File: config.mk
export PLATFORM = sky130hd
export DESIGN_NAME = sprite_reg_arbiter
export DESIGN_NICKNAME = d
export VERILOG_FILES = /design/src/rtl/sprite_pkg.sv /design/src/rtl/sprite_reg_arbiter_port.sv /design/src/rtl/sprite_reg_arbiter.sv
export SDC_FILE = /design/constraint.sdc
export NUM_CORES = 1
export LEC_CHECK = 0
export CELL_PAD_IN_SITES_DETAIL_PLACEMENT = 2
export CELL_PAD_IN_SITES_GLOBAL_PLACEMENT = 2
export CORE_UTILIZATION = 18
export CTS_BUF_LIST = sky130_fd_sc_hd__clkbuf_2
export CTS_CLUSTER_SIZE = 14
export DETAILED_ROUTE_END_ITERATION = 8
export PLACE_DENSITY = 0.85
export SLEW_MARGIN = 20
export SYNTH_ARGS = -nofsm -noshare
export SYNTH_HDL_FRONTEND = slang
export SYNTH_SLANG_ARGS = --single-unit
File: constraint.sdc
create_clock -name clk -period 1.6 [get_ports clk]
set_input_delay 0.24 -clock clk [delete_from_list [all_inputs] [get_ports clk]]
set_output_delay 0.24 -clock clk [all_outputs]
set_load 0.005 [all_outputs]
File: src/rtl/sprite_pkg.sv
`default_nettype none
// ============================================================================
// Module      : sprite_pkg
// Description : Shared types and address map for the sprite register block.
// Revision    : 1.0 - initial release
// ============================================================================
package sprite_pkg;

    typedef enum logic [1:0] {
        ST_IDLE    = 2'd0,
        ST_LOCKCHK = 2'd1,
        ST_SCAN    = 2'd2
    } spr_state_t;

    localparam int SPR_LOCK_ADDR = 22;
    localparam int SPR_SNAP_LAST = 21;

    // Register address map: sprite/score block followed by a status window.
    localparam logic [5:0] SPR_ADDR_SPRITE_FIRST = 6'd0;
    localparam logic [5:0] SPR_ADDR_SPRITE_LAST  = 6'd27;
    localparam logic [5:0] SPR_ADDR_STATUS_FIRST = 6'd32;
    localparam logic [5:0] SPR_ADDR_STATUS_LAST  = 6'd35;

    function automatic logic spr_is_mapped(input logic [5:0] addr);
        return (addr <= SPR_ADDR_SPRITE_LAST) ||
               ((addr >= SPR_ADDR_STATUS_FIRST) && (addr <= SPR_ADDR_STATUS_LAST));
    endfunction

endpackage
`default_nettype wire

File: src/rtl/sprite_reg_arbiter_port.sv
`default_nettype none
// ============================================================================
// Module      : sprite_port_arbiter
// Description : CPU-priority grant logic with starvation bound, and the
//               register-file port mux shared by the CPU and the scanner.
// Revision    : 1.0 - initial release
// ============================================================================
module sprite_port_arbiter
    import sprite_pkg::*;
#(
    parameter int LOCK_ADDR  = SPR_LOCK_ADDR,
    parameter int STARVE_MAX = 4
) (
    input  logic        clk,
    input  logic        reset,
    input  logic        i_scan_pend,
    input  logic        i_scan_lock,
    input  logic [4:0]  i_scan_idx,
    input  logic        i_cpu_req,
    input  logic        i_cpu_we,
    input  logic [5:0]  i_cpu_addr,
    input  logic [15:0] i_cpu_wdata,
    output logic        o_cpu_grant,
    output logic        o_scan_grant,
    output logic [5:0]  o_rf_addr,
    output logic [15:0] o_rf_wdata,
    output logic        o_rf_we
);

    localparam logic [3:0] c_starve_max = 4'(STARVE_MAX);
    localparam logic [5:0] c_lock_addr  = 6'(LOCK_ADDR);

    logic [3:0] r_starve_cnt;
    logic       w_starved;

    // The CPU only loses the port once it has starved a pending scan for
    // STARVE_MAX consecutive cycles.
    assign w_starved    = i_scan_pend && (r_starve_cnt == c_starve_max);
    assign o_cpu_grant  = i_cpu_req && !w_starved;
    assign o_scan_grant = i_scan_pend && !o_cpu_grant;

    always_comb begin
        o_rf_addr  = 6'd0;
        o_rf_wdata = 16'd0;
        o_rf_we    = 1'b0;
        if (o_cpu_grant) begin
            o_rf_addr  = i_cpu_addr;
            o_rf_wdata = i_cpu_wdata;
            o_rf_we    = i_cpu_we;
        end else if (o_scan_grant) begin
            o_rf_addr  = i_scan_lock ? c_lock_addr : {1'b0, i_scan_idx};
        end
    end

    always_ff @(posedge clk or negedge reset) begin
        if (!reset) begin
            r_starve_cnt <= 4'd0;
        end else if (!i_scan_pend || o_scan_grant) begin
            r_starve_cnt <= 4'd0;
        end else if (o_cpu_grant && (r_starve_cnt != c_starve_max)) begin
            r_starve_cnt <= r_starve_cnt + 4'd1;
        end
    end

endmodule
`default_nettype wire

File: src/rtl/sprite_reg_arbiter.sv
`default_nettype none
// ============================================================================
// Module      : sprite_reg_arbiter
// Description : Shares the sprite register file port between the CPU and a
//               per-frame snapshot sequencer feeding the renderer latches.
// Revision    : 1.0 - initial release
// ============================================================================
module sprite_reg_arbiter
    import sprite_pkg::*;
#(
    parameter int SNAP_LAST  = SPR_SNAP_LAST,
    parameter int LOCK_ADDR  = SPR_LOCK_ADDR,
    parameter int STARVE_MAX = 4
) (
    input  logic        clk,
    input  logic        reset,
    input  logic        cpu_req,
    input  logic        cpu_we,
    input  logic [5:0]  cpu_addr,
    input  logic [15:0] cpu_wdata,
    output logic        cpu_ack,
    output logic [15:0] cpu_rdata,
    input  logic        vsync,
    output logic [5:0]  rf_addr,
    output logic [15:0] rf_wdata,
    output logic        rf_we,
    input  logic [15:0] rf_rdata,
    output logic        snap_valid,
    output logic [4:0]  snap_idx,
    output logic [7:0]  snap_data,
    output logic        snap_done,
    output logic        snap_skip,
    output logic        snap_overrun,
    output logic        busy
);

    localparam logic [4:0] c_snap_last = 5'(SNAP_LAST);

    spr_state_t r_state, w_state_nxt;
    logic [4:0] r_idx, w_idx_nxt;
    logic       r_snap_valid, w_snap_valid_nxt;
    logic [4:0] r_snap_idx, w_snap_idx_nxt;
    logic [7:0] r_snap_data, w_snap_data_nxt;
    logic       r_snap_done, w_snap_done_nxt;
    logic       r_snap_skip, w_snap_skip_nxt;
    logic       r_snap_overrun, w_snap_overrun_nxt;
    logic       w_scan_pend;
    logic       w_scan_grant;
    logic       w_cpu_grant;

    assign w_scan_pend = (r_state != ST_IDLE);

    sprite_port_arbiter #(
        .LOCK_ADDR  (LOCK_ADDR),
        .STARVE_MAX (STARVE_MAX)
    ) u_port_arbiter (
        .clk          (clk),
        .reset        (reset),
        .i_scan_pend  (w_scan_pend),
        .i_scan_lock  (r_state == ST_LOCKCHK),
        .i_scan_idx   (r_idx),
        .i_cpu_req    (cpu_req),
        .i_cpu_we     (cpu_we),
        .i_cpu_addr   (cpu_addr),
        .i_cpu_wdata  (cpu_wdata),
        .o_cpu_grant  (w_cpu_grant),
        .o_scan_grant (w_scan_grant),
        .o_rf_addr    (rf_addr),
        .o_rf_wdata   (rf_wdata),
        .o_rf_we      (rf_we)
    );

    always_comb begin
        w_state_nxt        = r_state;
        w_idx_nxt          = r_idx;
        w_snap_valid_nxt   = 1'b0;
        w_snap_idx_nxt     = r_snap_idx;
        w_snap_data_nxt    = r_snap_data;
        w_snap_done_nxt    = 1'b0;
        w_snap_skip_nxt    = 1'b0;
        // A late vsync is only reported; the scan in flight is not restarted.
        w_snap_overrun_nxt = vsync && (r_state != ST_IDLE);
        unique case (r_state)
            ST_IDLE: begin
                if (vsync) begin
                    w_state_nxt = ST_LOCKCHK;
                end
            end
            ST_LOCKCHK: begin
                if (w_scan_grant) begin
                    if (rf_rdata[7:0] != 8'd0) begin
                        w_snap_skip_nxt = 1'b1;
                        w_state_nxt     = ST_IDLE;
                    end else begin
                        w_state_nxt     = ST_SCAN;
                        w_idx_nxt       = 5'd0;
                    end
                end
            end
            ST_SCAN: begin
                if (w_scan_grant) begin
                    w_snap_valid_nxt = 1'b1;
                    w_snap_idx_nxt   = r_idx;
                    w_snap_data_nxt  = rf_rdata[7:0];
                    if (r_idx == c_snap_last) begin
                        w_snap_done_nxt = 1'b1;
                        w_state_nxt     = ST_IDLE;
                        w_idx_nxt       = 5'd0;
                    end else begin
                        w_idx_nxt       = r_idx + 5'd1;
                    end
                end
            end
            default: begin
                w_state_nxt = ST_IDLE;
            end
        endcase
    end

    always_ff @(posedge clk or negedge reset) begin
        if (!reset) begin
            r_state        <= ST_IDLE;
            r_idx          <= 5'd0;
            r_snap_valid   <= 1'b0;
            r_snap_idx     <= 5'd0;
            r_snap_data    <= 8'd0;
            r_snap_done    <= 1'b0;
            r_snap_skip    <= 1'b0;
            r_snap_overrun <= 1'b0;
        end else begin
            r_state        <= w_state_nxt;
            r_idx          <= w_idx_nxt;
            r_snap_valid   <= w_snap_valid_nxt;
            r_snap_idx     <= w_snap_idx_nxt;
            r_snap_data    <= w_snap_data_nxt;
            r_snap_done    <= w_snap_done_nxt;
            r_snap_skip    <= w_snap_skip_nxt;
            r_snap_overrun <= w_snap_overrun_nxt;
        end
    end

    assign cpu_ack      = w_cpu_grant;
    assign cpu_rdata    = rf_rdata;
    assign snap_valid   = r_snap_valid;
    assign snap_idx     = r_snap_idx;
    assign snap_data    = r_snap_data;
    assign snap_done    = r_snap_done;
    assign snap_skip    = r_snap_skip;
    assign snap_overrun = r_snap_overrun;
    assign busy         = w_scan_pend;

endmodule
`default_nettype wire

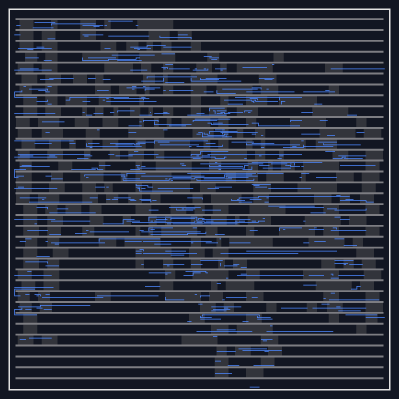
run_1/met1.png
Drawn at 4 px/um. Supply wires on this layer in gray. Cells faint in the background.
The longest straight run is 26.7 um. The layer carries 2180 um of wire. 254 nets have wire on it. The layer holds 36% of the routed length. The wires run mostly horizontal.

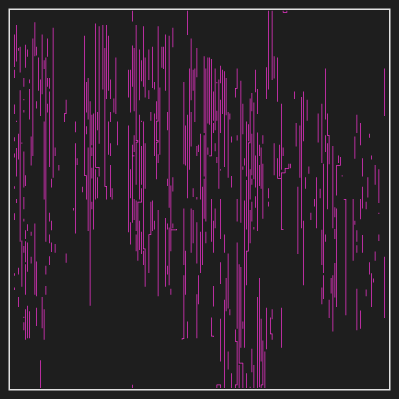
run_1/met2.png
Drawn at 4 px/um.
295 nets have wire on it. The layer carries 3340 um of wire.

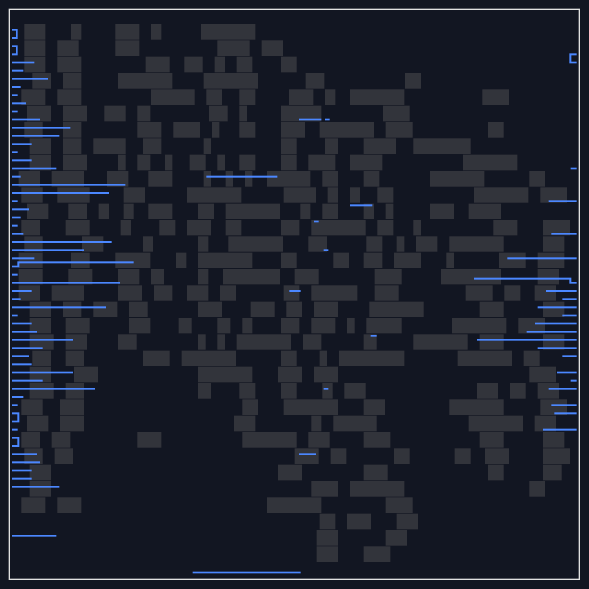
run_1/met3.png
Drawn at 6 px/um. Cells faint in the background.
81 nets have wire on it. The longest straight run is 19.1 um. The wires run mostly horizontal. The layer holds 7.2% of the routed length.

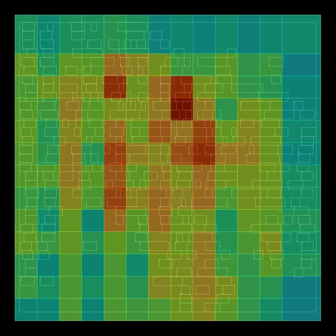
run_1/final_congestion.png
utilization after layout: 38.61%
global routing usage on met1: 14.50%

==> results_dict.tcl, run 1 <==
# place-and-route summary
set metrics [dict create \
    io-pin-count 101 \
    path_max_fanout 3 \
    drcViolationCount 0 \
    setup_viol 41 \
    drive_above_1_share_pct 54.04 \
    cp.required_ns 1.36 \
    synthCells 152 \
    post_dp_cell_area_um2 2629 \
    p_per_area_nw_per_um2 541.8 \
    fillers 876 \
    ant_nets 0 \
    cp_num_cells 8 \
    rsz0062_at_grt "yes" \
    via_per_inst 4.218 \
    n_antenna_cell 0 \
    ys_sh_adder_pct 3.231 \
    ys.flops 28 \
    postSynthSeqShare_pct 45.23 \
    grt_usage_pct 13.69 \
    clock_sinks 28 \
    maxSlewHeadroom_pct 76.00 \
    worstReg2RegStart "u_port_arbiter.r_starve_cnt[0]$_DFFE_PN0P_" \
    synth.cellmix.compoundShare_pct 9.047 \
    place_congestion 0.7574 \
    synthArstFlopShare_pct 100.0 \
    yosysChipArea_um2 1549 \
    dp_hpwl_um 4123 \
    io_buffers 84 \
    synthXorXnorAreaFrac_pct 1.131 \
    tns_ns -14.02 \
    place_inst 352 \
    grt_pass1_vias 1803 \
    ff2ff_path_depth 9 \
    ir_drop_v 0.0002538 \
    edf_count 0 \
    cts_buffers 3 \
    crit_arrival_ns 1.94 \
    area_growth_pct 105.8 \
    wl_um 6089 \
    path_buffers 4 \
    yosys-stat-cells 152 \
    ys_sh_mux_pct 10.10 \
    die_w_um 94.77 \
    critical_path.most_common_cell "buf_6" \
    dpl_worst_slack_ns -0.5591 \
    status "finished with violations" \
    path_clk_slew_ns 0.31 \
    pg_comb_uw 521 \
    violations "setup timing" \
    seq_power_share_pct 43.7 \
    finalClockPeriodUsage_pct 136.0 \
    setup_ws_ns -0.5762 \
    yosysWarnings 0 \
]
## run 1: flip-flops by register name (all words and copies together), names as in the netlist
signal                       count
snap_done                        1
snap_overrun                     1
snap_skip                        1
u_port_arbiter.r_starve_cnt      4
snap_valid                       1
snap_idx                         5
r_state                          2
r_idx                            5
snap_data                        8
## run 1: layout by cell type (no fill, tap or decap), drive strengths merged, types with 4 or more instances in the layout
master,n
mux2,13
dlymetal6s2s,17
nand2,13
inv,8
buf,78
nor2,7
ha,4
and2,18
clkdlybuf4s50,41
o21ai,11
dfrtp,28
## run 1: routing by layer
metal  track usage [%]  routed length [um]  vias to the layer above  share of wire (%)
met5                 0                   0                        -                  0
met4             4.167                 121                        0                2.0
met3             2.657                 441                       10                7.2
met2             26.80                3343                       82                 55
met1             14.50                2183                      761                 36
li1                  -                   -                      737                  -
## run 1: what timing repair did
action / CTS / global route
pin swaps: 33 / 10
hold buffers: 0 / 0
endpoints found under the setup margin: 43 / 70
cloned: 4 / 0
gates resized: 189 / 44
setup buffers: 23 / 13
## run 1: final cells by class
| class | instances | area, um^2 | share of cell area [%] |
|---|---|---|---|
| Inverter | 8 | 32.53 | 1.020 |
| Tap cell | 105 | 131.4 | 4.121 |
| Multi-Input combinational cell | 95 | 883.3 | 27.71 |
| Timing Repair Buffer | 137 | 1393 | 43.68 |
| Sequential cell | 28 | 703.2 | 22.06 |
| Clock buffer | 3 | 15.01 | 0.4710 |
| Clock inverter | 1 | 30.03 | 0.9419 |
## run 1: synthesized netlist by cell type, types with 2 or more instances
master     number
clkbuf_1        2
mux2_1          3
inv_1           8
nor2_1          7
nand3_1         3
nor2b_1         3
buf_4          18
and2_1         18
a211oi_1        2
nand2_1        12
o21ai_0         9
ha_1            4
dfrtp_1        28
mux2_2         10
o2bb2ai_1       3
a21oi_1         3
## Run 2: what changed since run 1
--- a/config.mk
+++ b/config.mk
@@ -11,7 +11,7 @@
 export CTS_BUF_LIST = sky130_fd_sc_hd__clkbuf_2
 export CTS_CLUSTER_SIZE = 14
 export DETAILED_ROUTE_END_ITERATION = 8
-export PLACE_DENSITY = 0.85
+export PLACE_DENSITY_LB_ADDON = 0.1
 export SLEW_MARGIN = 20
 export SYNTH_ARGS = -nofsm -noshare
 export SYNTH_HDL_FRONTEND = slang
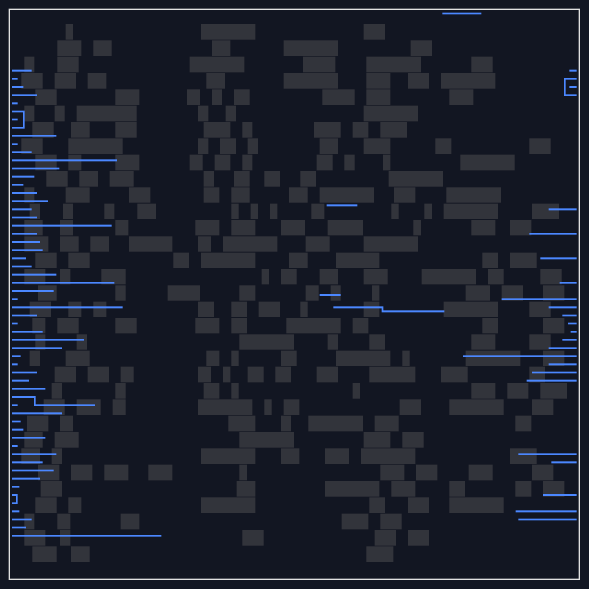
run_2/met3.png
Drawn at 6 px/um. Cells faint in the background.
The layer carries 455 um of wire. 78 nets have wire on it. The longest straight run is 24.6 um. The wires run mostly horizontal. The layer holds 8.0% of the routed length.
met3 Resource Use GR: 2.899%
total vias in the final route: 1519
drt total wl: 5694 um

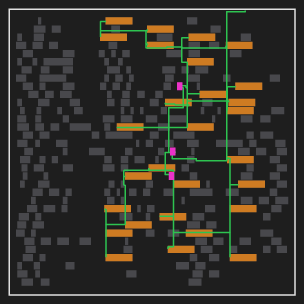
run_2/clock_map.png
Drawn at 3 px/um.
Key: clock wires = green [length 421 um]; flip-flops = orange [count 28]; cells driving clock nets = magenta [count 3]
There are 4 routed clock nets.

==> results_dict.tcl, run 2 <==
# place-and-route summary
set metrics [dict create \
    ys_sh_mux_pct 10.10 \
    core-area_um2 8258 \
    path_max_fanout 6 \
    ys.flop_type "dfrtp_1" \
    finalPower_uw 1474 \
    lay_top_count "clkdlybuf4s50_1" \
    io-pin-count 101 \
    pg_comb_uw 458 \
    drive_above_1_share_pct 43.92 \
    cts_hold_buf 0 \
    yosys-stat-cells 152 \
    die_w_um 94.77 \
    top_usage_layer "met2" \
    ant_nets 0 \
    grt_use_met1_pct 13.49 \
    rsz0062_at_grt "yes" \
    cts_root_buf "clkbuf_2" \
    synthCells 152 \
    postSynthSeqShare_pct 45.23 \
    fillers 911 \
    layout_top_cells "50 x clkdlybuf4s50_1, 28 x dfrtp_1, 27 x buf_4, 14 x buf_6" \
    synthArstFlopShare_pct 100.0 \
    area_growth_pct 84.49 \
    edf_count 0 \
    synthXorXnorAreaFrac_pct 1.131 \
    yosysWarnings 0 \
    cp_slowest_stage_delay_ns 0.45 \
    grt_pass1_vias 1723 \
    ys_sh_adder_pct 3.231 \
    most_common_cell "dfrtp_1" \
    setup_viol 35 \
    worstReg2RegStart "u_port_arbiter.r_starve_cnt[1]$_DFFE_PN0P_" \
    finalClockPeriodUsage_pct 135.8 \
    setup_ws_ns -0.5726 \
    p_per_area_nw_per_um2 515.7 \
    grt_pass1_wl_um 8569 \
    ff2ff_path_depth 8 \
    place_congestion 0.7300 \
    cts_tree "built" \
    yosys.area.top_type_share_pct 45.23 \
    n_antenna_cell 0 \
    status "finished with violations" \
    path_buffers 4 \
    violations "setup timing" \
    use_met2_pct 23.44 \
    dp_hpwl_um 4288 \
    ir_drop_v 0.0001606 \
    cp_num_cells 8 \
    maxSlewHeadroom_pct 74.40 \
    drcViolationCount 0 \
    via_per_inst 4.219 \
    combinationalPowerShare_pct 31.1 \
    yosys-top-cells-count "28 x dfrtp_1, 18 x and2_1, 18 x buf_4" \
    path_clk_slew_ns 0.25 \
    cp.required_ns 1.36 \
    clock_sinks 28 \
    ys.flops 28 \
    yosysChipArea_um2 1549 \
    io_buffers 84 \
    critPathKind "register to output pin" \
    synth.cellmix.compoundShare_pct 9.047 \
    rr_endpoint "snap_data[3]$_DFFE_PN0P_" \
    crit_arrival_ns 1.93 \
    seq_power_share_pct 51.0 \
    end_kind "output pin" \
    largest_reg_flops 8 \
    cts_buffers 3 \
    die_area_um2 8980 \
    grt_usage_pct 12.47 \
]
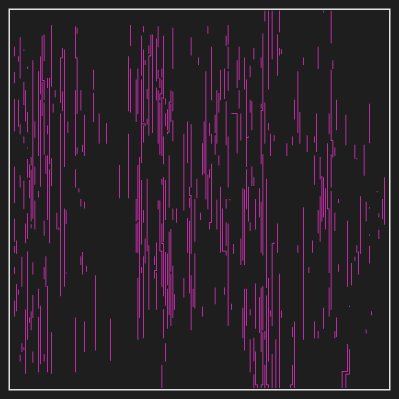
run_2/met2.png
Drawn at 4 px/um.
The layer carries 2980 um of wire. The longest straight run is 45.6 um. 280 nets have wire on it. The wires run mostly vertical. The layer holds 52% of the routed length.

## run 2: netlist changes by cell type in the layout (fill, tap and decap cells not counted), moves of 8 or more
cell,before,now
and2_1,0,9
buf_4,36,27
dlymetal6s2s_1,17,9
and2_4,18,9
buf_6,30,14
clkdlybuf4s50_1,41,50
## run 2: routing by layer
metal | part of all wire (%) | up-vias
met2 | 52 | 77
met3 | 8.0 | 8
met1 | 38 | 738
met4 | 1.2 | 0
met5 | 0 | -
li1 | - | 696
## run 2: stage by stage
| stage | instance area, um^2 | instances | utilization [%] | setup WS (ns) | TNS (ns) |
|---|---|---|---|---|---|
| after floorplan | 1551 | 152 | - | 0.02627 | 0 |
| after global placement | 2604 | 347 | 31.53 | -0.4048 | -11.09 |
| after detailed placement | 2604 | 347 | 31.53 | -0.4421 | -12.38 |
| after CTS | 2719 | 361 | 32.92 | -0.6133 | -24.18 |
| after global routing | 2858 | 360 | 34.61 | -0.7005 | -15.80 |
| final | 2858 | 360 | 34.61 | -0.5726 | -11.85 |
## run 2: timing repair
action | in CTS | in global routing
endpoints found under the setup margin | 38 | 58
setup buffers | 11 | 3
pin swaps | 4 | 10
gates resized | 104 | 60
gates cloned | 1 | 2
## run 2: cell families (layout without fill, tap and decap cells)
logic type	count (synthesis)	in the layout
compound gates	22	22
xor+xnor	2	2
fa+ha+maj	4	4
buf+inv	29	132
simple gates	53	53
flops	28	28
mux	14	14
## run 2: area by class of cell
cell class / instances / area, um^2 / share of cell area [%]
Sequential cell: 28 / 700.7 / 24.52
Clock buffer: 3 / 15.01 / 0.5254
Tap cell: 105 / 131.4 / 4.597
Timing Repair Buffer: 121 / 1171 / 40.98
Inverter: 8 / 32.53 / 1.138
Multi-Input combinational cell: 95 / 807.0 / 28.24
